<file path="src/rtl/time_pkg.sv">
// Shared types and constants for the front-panel time-set controller.
package time_pkg;

  typedef enum logic [2:0] {
    StIdle,
    StEditHr,
    StEditMin,
    StEditSec,
    StCommit
  } state_e;

  typedef enum logic [1:0] {
    FieldHr   = 2'd0,
    FieldMin  = 2'd1,
    FieldSec  = 2'd2,
    FieldNone = 2'd3
  } field_e;

  localparam logic [7:0] HR_MAX = 8'h23;
  localparam logic [7:0] MS_MAX = 8'h59;

  // Packing is {H1,H0,M1,M0,S1,S0}; each field starts at its units digit.
  localparam int unsigned DIGIT_W = 4;
  localparam int unsigned HR_LSB  = 16;
  localparam int unsigned MIN_LSB = 8;
  localparam int unsigned SEC_LSB = 0;

  function automatic field_e state_field(state_e s);
    unique case (s)
      StEditHr:  return FieldHr;
      StEditMin: return FieldMin;
      StEditSec: return FieldSec;
      default:   return FieldNone;
    endcase
  endfunction

endpackage

</file>
<file path="src/rtl/bcd_field_step.sv">
// Combinational +/-1 on a two-digit BCD field with wrap between 00 and max.
module bcd_field_step
  import time_pkg::*;
(
  input  logic [7:0] value,
  input  logic [7:0] max,
  input  logic       inc,
  input  logic       dec,
  output logic [7:0] result
);

  logic [DIGIT_W-1:0] tens;
  logic [DIGIT_W-1:0] units;

  assign tens  = value[DIGIT_W +: DIGIT_W];
  assign units = value[0 +: DIGIT_W];

  always_comb begin
    result = value;
    if (inc && !dec) begin
      if (value == max)        result = 8'h00;
      else if (units == 4'd9)  result = {tens + 4'd1, 4'd0};
      else                     result = {tens, units + 4'd1};
    end else if (dec && !inc) begin
      if (value == 8'h00)      result = max;
      else if (units == 4'd0)  result = {tens - 4'd1, 4'd9};
      else                     result = {tens, units - 4'd1};
    end
  end

endmodule

</file>
<file path="src/rtl/time_set_controller.sv">
// Front-panel time-entry FSM: edits a BCD time word and strobes it into the clock core.
// Optional blinking of the selected field is enabled with `define TIME_SET_BLINK_EN.
module time_set_controller
  import time_pkg::*;
#(
  parameter int unsigned BLINK_DIV = 24
) (
  input  logic        CLK,
  input  logic        reset,
  input  logic        btn_mode,
  input  logic        btn_inc,
  input  logic        btn_dec,
  input  logic [23:0] cur_time,
  output logic [23:0] time_out,
  output logic        set_pulse,
  output logic        editing,
  output logic [1:0]  field,
  output logic [5:0]  blink_mask
);

  if (BLINK_DIV < 2) begin : g_div_check
    $error("BLINK_DIV must be at least 2");
  end

  state_e      state_q, state_d;
  logic [23:0] time_q, time_d;
  logic        mode_q, inc_q, dec_q;
  logic        rise_mode, rise_inc, rise_dec;
  field_e      sel_field;
  logic [7:0]  sel_val, sel_max, step_val;
  logic [5:0]  field_mask;
  logic        blink_on;

  assign rise_mode = btn_mode & ~mode_q;
  assign rise_inc  = btn_inc & ~inc_q;
  assign rise_dec  = btn_dec & ~dec_q;
  assign sel_field = state_field(state_q);

  always_comb begin
    sel_val = time_q[SEC_LSB +: 8];
    sel_max = MS_MAX;
    unique case (sel_field)
      FieldHr: begin
        sel_val = time_q[HR_LSB +: 8];
        sel_max = HR_MAX;
      end
      FieldMin: sel_val = time_q[MIN_LSB +: 8];
      default:  ;
    endcase
  end

  bcd_field_step u_step (
    .value  (sel_val),
    .max    (sel_max),
    .inc    (rise_inc),
    .dec    (rise_dec),
    .result (step_val)
  );

  always_comb begin
    state_d = state_q;
    time_d  = time_q;
    unique case (state_q)
      StIdle: begin
        if (rise_mode) begin
          time_d  = cur_time;
          state_d = StEditHr;
        end
      end
      StEditHr:  if (rise_mode) state_d = StEditMin;
      StEditMin: if (rise_mode) state_d = StEditSec;
      StEditSec: if (rise_mode) state_d = StCommit;
      StCommit:  state_d = StIdle;
      default:   state_d = StIdle;
    endcase
    // Mode wins over a coincident step; step_val equals sel_val when no step applies.
    if (!rise_mode) begin
      unique case (sel_field)
        FieldHr:  time_d[HR_LSB +: 8]  = step_val;
        FieldMin: time_d[MIN_LSB +: 8] = step_val;
        FieldSec: time_d[SEC_LSB +: 8] = step_val;
        default:  ;
      endcase
    end
  end

  always_ff @(posedge CLK) begin
    if (reset) begin
      state_q <= StIdle;
      time_q  <= 24'h000000;
      mode_q  <= 1'b1;
      inc_q   <= 1'b1;
      dec_q   <= 1'b1;
    end else begin
      state_q <= state_d;
      time_q  <= time_d;
      mode_q  <= btn_mode;
      inc_q   <= btn_inc;
      dec_q   <= btn_dec;
    end
  end

`ifdef TIME_SET_BLINK_EN
  logic [BLINK_DIV-1:0] blink_q;

  always_ff @(posedge CLK) begin
    if (reset) blink_q <= '0;
    else       blink_q <= blink_q + BLINK_DIV'(1);
  end

  assign blink_on = blink_q[BLINK_DIV-1];
`else
  assign blink_on = 1'b1;
`endif

  always_comb begin
    field_mask = 6'b000000;
    unique case (sel_field)
      FieldHr:  field_mask = 6'b110000;
      FieldMin: field_mask = 6'b001100;
      FieldSec: field_mask = 6'b000011;
      default:  ;
    endcase
  end

  assign time_out   = time_q;
  assign set_pulse  = (state_q == StCommit);
  assign editing    = (sel_field != FieldNone);
  assign field      = sel_field;
  assign blink_mask = blink_on ? field_mask : 6'b000000;

endmodule

</file>
<file path="config.mk">
export PLATFORM = sky130hd
export DESIGN_NAME = time_set_controller
export DESIGN_NICKNAME = d
export VERILOG_FILES = /design/src/rtl/time_pkg.sv /design/src/rtl/bcd_field_step.sv /design/src/rtl/time_set_controller.sv
export SDC_FILE = /design/constraint.sdc
export NUM_CORES = 1
export LEC_CHECK = 0
export CAP_MARGIN = 20
export CORE_MARGIN = 2
export CORE_UTILIZATION = 25
export CTS_CLUSTER_SIZE = 25
export DETAILED_ROUTE_END_ITERATION = 10
export SLEW_MARGIN = 40
export SYNTH_ARGS = -nofsm -noshare
export SYNTH_HDL_FRONTEND = slang
export SYNTH_SLANG_ARGS = --single-unit
</file>
<file path="constraint.sdc">
create_clock -name CLK -period 3.95 [get_ports CLK]
set_input_delay 1.185 -clock CLK [delete_from_list [all_inputs] [get_ports CLK]]
set_output_delay 1.185 -clock CLK [all_outputs]
set_load 0.02 [all_outputs]
</file>
**Cell classes on the final placement**

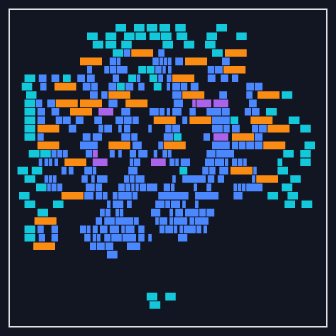
Key: purple = clock drivers and dummy loads [cells 8, share of their area 3.0%]; blue = remaining logic cells [cells 243, share of their area 55%]; orange = registers [cells 30, share of their area 20%]; cyan = remaining buffers and delay cells [cells 72, share of their area 23%]
Row Count: 35
sequential cell area share: 0.188
post-layout util: 0.343
area of the core: 9330 µm²
design area: 3200 µm²

**Sequential cells colored by netlist name**

Other sequential cells in the stronger gray, the rest of the logic in the fainter gray.
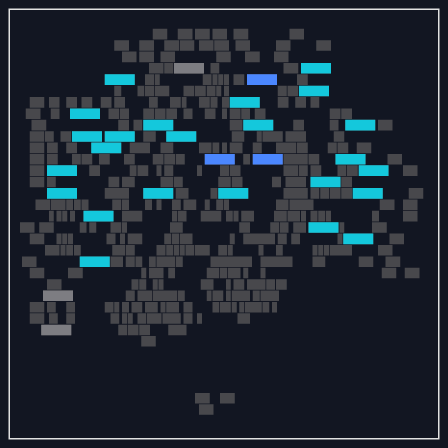
Key: cyan = time_out [sequential cells 24]; blue = state_q [sequential cells 3]
Another 3 sequential cells are not colored.
Seq group: 0.339 mW
Flop area: 601 µm²

==> results.toml <==
# physical design summary
[status]
status = "finished, final reports clean"

[synth]
synth-async-reset-ratio = 0
ys_sh_aoi = 0.316
ys_sh_mux = 0.0124
largest_area_cell = "dfxtp_1"

[cts]
insertion_delay_ns = 0.29
cts.path.max_buffers = 2
post_cts.repair.setup_buffers = 0
cts_buffers = 5

[placed_design]
post-place-ws_ns = 0.474

[setup_path]
reg2reg_depth = 11
cp.depth = 11

[layout]
sh_comb_area = 0.507
layout_top_cell = "clkdlybuf4s50_1"
signal_buffers = 72
comb_cells = 234

[final_timing]
hold_violations = 0
holdWs_ns = 0.555
setup_violations = 0

[power_and_ir_drop]
switching_share = 0.344
power.group.top = "registers"
power.switching_mw = 0.313

[detailed_routing]
dr_wl_met3_um = 622
drt-vias-per-instance = 5.26

[worst_hold_path]
hold_path_end = "time_out[7]"

[grt]
met2_usage = 0.256
use_met3 = 0.0390
Power figures rest on the tool's default switching activity, not on a simulated workload.
